[src/rtl/signed_cmp_tracker.sv]
// signed_cmp_tracker: registered signed/unsigned comparator with running max/min of
// operand a and a saturating sample counter. Rev 1.0
`default_nettype none

module signed_cmp_tracker #(
  parameter int WIDTH = 8,
  parameter int CNT_W = 8
) (
  input  logic             clk,
  input  logic             reset,
  input  logic             in_valid,
  input  logic             signed_mode,
  input  logic [WIDTH-1:0] a,
  input  logic [WIDTH-1:0] b,
  input  logic             clear,
  output logic             out_valid,
  output logic             gt,
  output logic             lt,
  output logic             eq,
  output logic [WIDTH-1:0] run_max,
  output logic [WIDTH-1:0] run_min,
  output logic             have_data,
  output logic [CNT_W-1:0] count,
  output logic             count_sat
);

  // Flipping the MSB maps two's-complement order onto unsigned order.
  logic [WIDTH-1:0] w_mask;
  logic [WIDTH-1:0] w_a_k;
  logic [WIDTH-1:0] w_b_k;
  logic [WIDTH-1:0] w_max_k;
  logic [WIDTH-1:0] w_min_k;

  logic             out_valid_q, gt_q, lt_q, eq_q;
  logic [WIDTH-1:0] run_max_q, run_max_d;
  logic [WIDTH-1:0] run_min_q, run_min_d;
  logic             have_data_q, have_data_d;
  logic [CNT_W-1:0] count_q, count_d;
  logic             count_sat_q, count_sat_d;

  assign w_mask  = {signed_mode, {(WIDTH-1){1'b0}}};
  assign w_a_k   = a ^ w_mask;
  assign w_b_k   = b ^ w_mask;
  assign w_max_k = run_max_q ^ w_mask;
  assign w_min_k = run_min_q ^ w_mask;

  always_comb begin
    run_max_d   = run_max_q;
    run_min_d   = run_min_q;
    have_data_d = have_data_q;
    count_d     = count_q;
    if (clear) begin
      run_max_d   = '0;
      run_min_d   = '0;
      have_data_d = 1'b0;
      count_d     = '0;
    end
    if (in_valid) begin
      if (clear || !have_data_q) begin
        run_max_d   = a;
        run_min_d   = a;
        have_data_d = 1'b1;
        count_d     = {{(CNT_W-1){1'b0}}, 1'b1};
      end else begin
        if (w_a_k > w_max_k) run_max_d = a;
        if (w_a_k < w_min_k) run_min_d = a;
        if (!count_sat_q) count_d = count_q + 1'b1;
      end
    end
    count_sat_d = &count_d;
  end

  always_ff @(posedge clk or negedge reset) begin
    if (!reset) begin
      out_valid_q <= 1'b0;
      gt_q        <= 1'b0;
      lt_q        <= 1'b0;
      eq_q        <= 1'b0;
      run_max_q   <= '0;
      run_min_q   <= '0;
      have_data_q <= 1'b0;
      count_q     <= '0;
      count_sat_q <= 1'b0;
    end else begin
      out_valid_q <= in_valid;
      if (in_valid) begin
        gt_q <= (w_a_k > w_b_k);
        lt_q <= (w_a_k < w_b_k);
        eq_q <= (a == b);
      end
      run_max_q   <= run_max_d;
      run_min_q   <= run_min_d;
      have_data_q <= have_data_d;
      count_q     <= count_d;
      count_sat_q <= count_sat_d;
    end
  end

  assign out_valid = out_valid_q;
  assign gt        = gt_q;
  assign lt        = lt_q;
  assign eq        = eq_q;
  assign run_max   = run_max_q;
  assign run_min   = run_min_q;
  assign have_data = have_data_q;
  assign count     = count_q;
  assign count_sat = count_sat_q;

endmodule

`default_nettype wire

[config.mk]
export PLATFORM = sky130hd
export DESIGN_NAME = signed_cmp_tracker
export DESIGN_NICKNAME = d
export VERILOG_FILES = /design/src/rtl/signed_cmp_tracker.sv
export SDC_FILE = /design/constraint.sdc
export NUM_CORES = 1
export LEC_CHECK = 0
export CORE_AREA = 2 2 71 73
export CTS_CLUSTER_DIAMETER = 150
export DETAILED_ROUTE_END_ITERATION = 10
export DIE_AREA = 0 0 73 75
export PLACE_DENSITY_LB_ADDON = 0.15
export REMOVE_ABC_BUFFERS = 1
export SYNTH_ARGS = -nofsm -noshare
export SYNTH_HDL_FRONTEND = slang
export SYNTH_SLANG_ARGS = --single-unit
[constraint.sdc]
create_clock -name clk -period 3.6 [get_ports clk]
set_clock_uncertainty 0.1 [all_clocks]
set_input_delay 0.72 -clock clk [delete_from_list [all_inputs] [get_ports clk]]
set_output_delay 0.72 -clock clk [all_outputs]
set_load 0.05 [all_outputs]
**Run 1: the metal 3 layer**

The bar under the picture is 20 µm long.
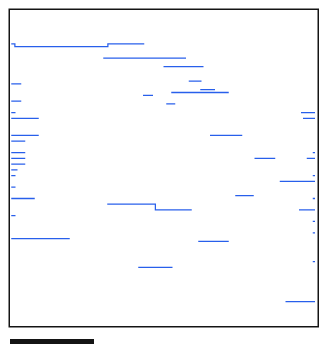
The layer carries 214 µm of wire. The longest straight run is 22.1 µm.

**Run 1: clock wires, drivers and flops**

The bar under the picture is 20 µm long.
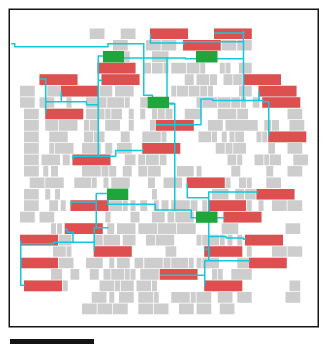
Key: green = clock-net drivers [count 5]; red = flip-flops [count 30]; cyan = clock wires [length 454 µm]
Position of the flops: all over the die. There are 6 routed clock nets.

==> flow_summary.toml, run 1 <==
# flow metrics
[layout]
clk_share_pct = 3.38
final_cell_mix = "clkdlybuf4s50_1, dfrtp_1, inv_1"
largest_class = "logic gates"
drive_above_1_share_pct = 7.61
seq_area_share_pct = 27.8

[status]
outcome = "completed"

[min_path]
hp-start = "lt"

[clock_network]
clk-insertion-delay-late_ns = 0.28

[die]
boundaryPins = 51
rows = 25

[worst_setup_path]
reg2reg_from = "run_min[7]"

[yosys]
ys_sh_simple_pct = 20.1
synthAoiAreaFrac_pct = 14.0

[timing]
layout_setup_ws_ns = 0.563
period_used_pct = 84.4
hold_ws_ns = 0.382

[placed_design]
place_ws_ns = 0.271

[pwr]
p_int_mw = 0.673
p_seq_share_pct = 36.9

[grt]
overflow = 0
grt_pass1_vias = 1856

[run]
cap_violations = 0
**Run 1: a small window of the routed layout**

Window x 16 to 56, y 2 to 42 µm. Cells in gray, sequential cells in the stronger gray; small squares are vias.
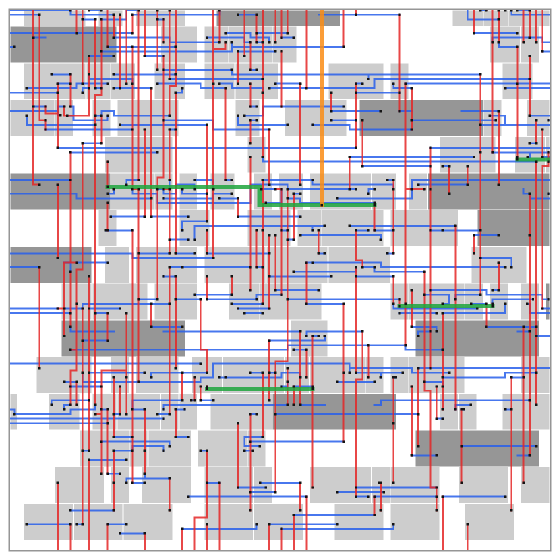
Key: green = M3; orange = M4; blue = M1; red = M2
Most frequent: clkdlybuf4s50_1 (16), ha_1 (13), inv_1 (12). 112 logic cells have their middle in the window. Netlist names of flops here include run_max (5), run_min (5). Sequential cells in the window: 10.

--- run 2 (diff from run 1) ---
==> constraint.sdc (replaced) <==
create_clock -name clk -period 2.7 [get_ports clk]
set_clock_uncertainty 0.1 [all_clocks]
set_input_delay 0.54 -clock clk [delete_from_list [all_inputs] [get_ports clk]]
set_output_delay 0.54 -clock clk [all_outputs]
set_load 0.05 [all_outputs]
==> run 2 against run 1 <==
Net effect: register-to-register slack lost 0.83 ns; global-route usage grew 0.71 points; hold slack gained 0.0064 ns; die size is the same; non-clock buffer count grew 17; utilization grew 3.3 points; synthesized cell count is the same; final cell count grew 4.8%; flip-flop count is the same.
==> flow_summary.toml, run 2 <==
# flow metrics
[pwr]
p_seq_share_pct = 36.9
p_int_mw = 0.898
combinationalPowerShare_pct = 39.3

[min_path]
hp-start = "lt"

[layout]
seq_area_um2 = 751
drive_above_1_share_pct = 14.0
final_cell_mix = "clkdlybuf4s50_1, dfrtp_1, inv_1"
largest_class = "logic gates"
nNonClkInverters = 25
seq_area_share_pct = 26.3

[yosys]
ys_sh_simple_pct = 20.1
yosysWarnings = 0
synthAoiAreaFrac_pct = 14.0
synthDistinctLibCells = 46

[timing]
layout_setup_ws_ns = 0.0905
hold_ws_ns = 0.389
period_used_pct = 96.6

[placed_design]
place.gp.congestion = 0.836
place_ws_ns = -0.387

[grt]
antenna_found_initial = 0
grt_pass1_vias = 1867
overflow = 0

[run]
cap_violations = 0

[die]
boundaryPins = 51
rows = 25

[worst_setup_path]
reg2reg_from = "run_max[1]"

[clock_network]
cts_resized = 3

[routing]
m1WireLength_um = 2330

[status]
outcome = "completed"
**Run 2: routed metal, one color a layer**

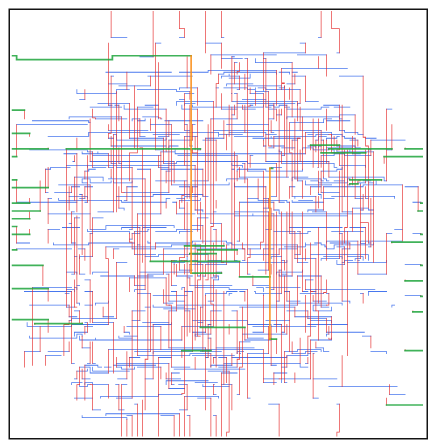
Key: red = M2 [wire length 2520 µm]; green = M3 [wire length 236 µm]; blue = M1 [wire length 2330 µm]; orange = M4 [wire length 68.0 µm]

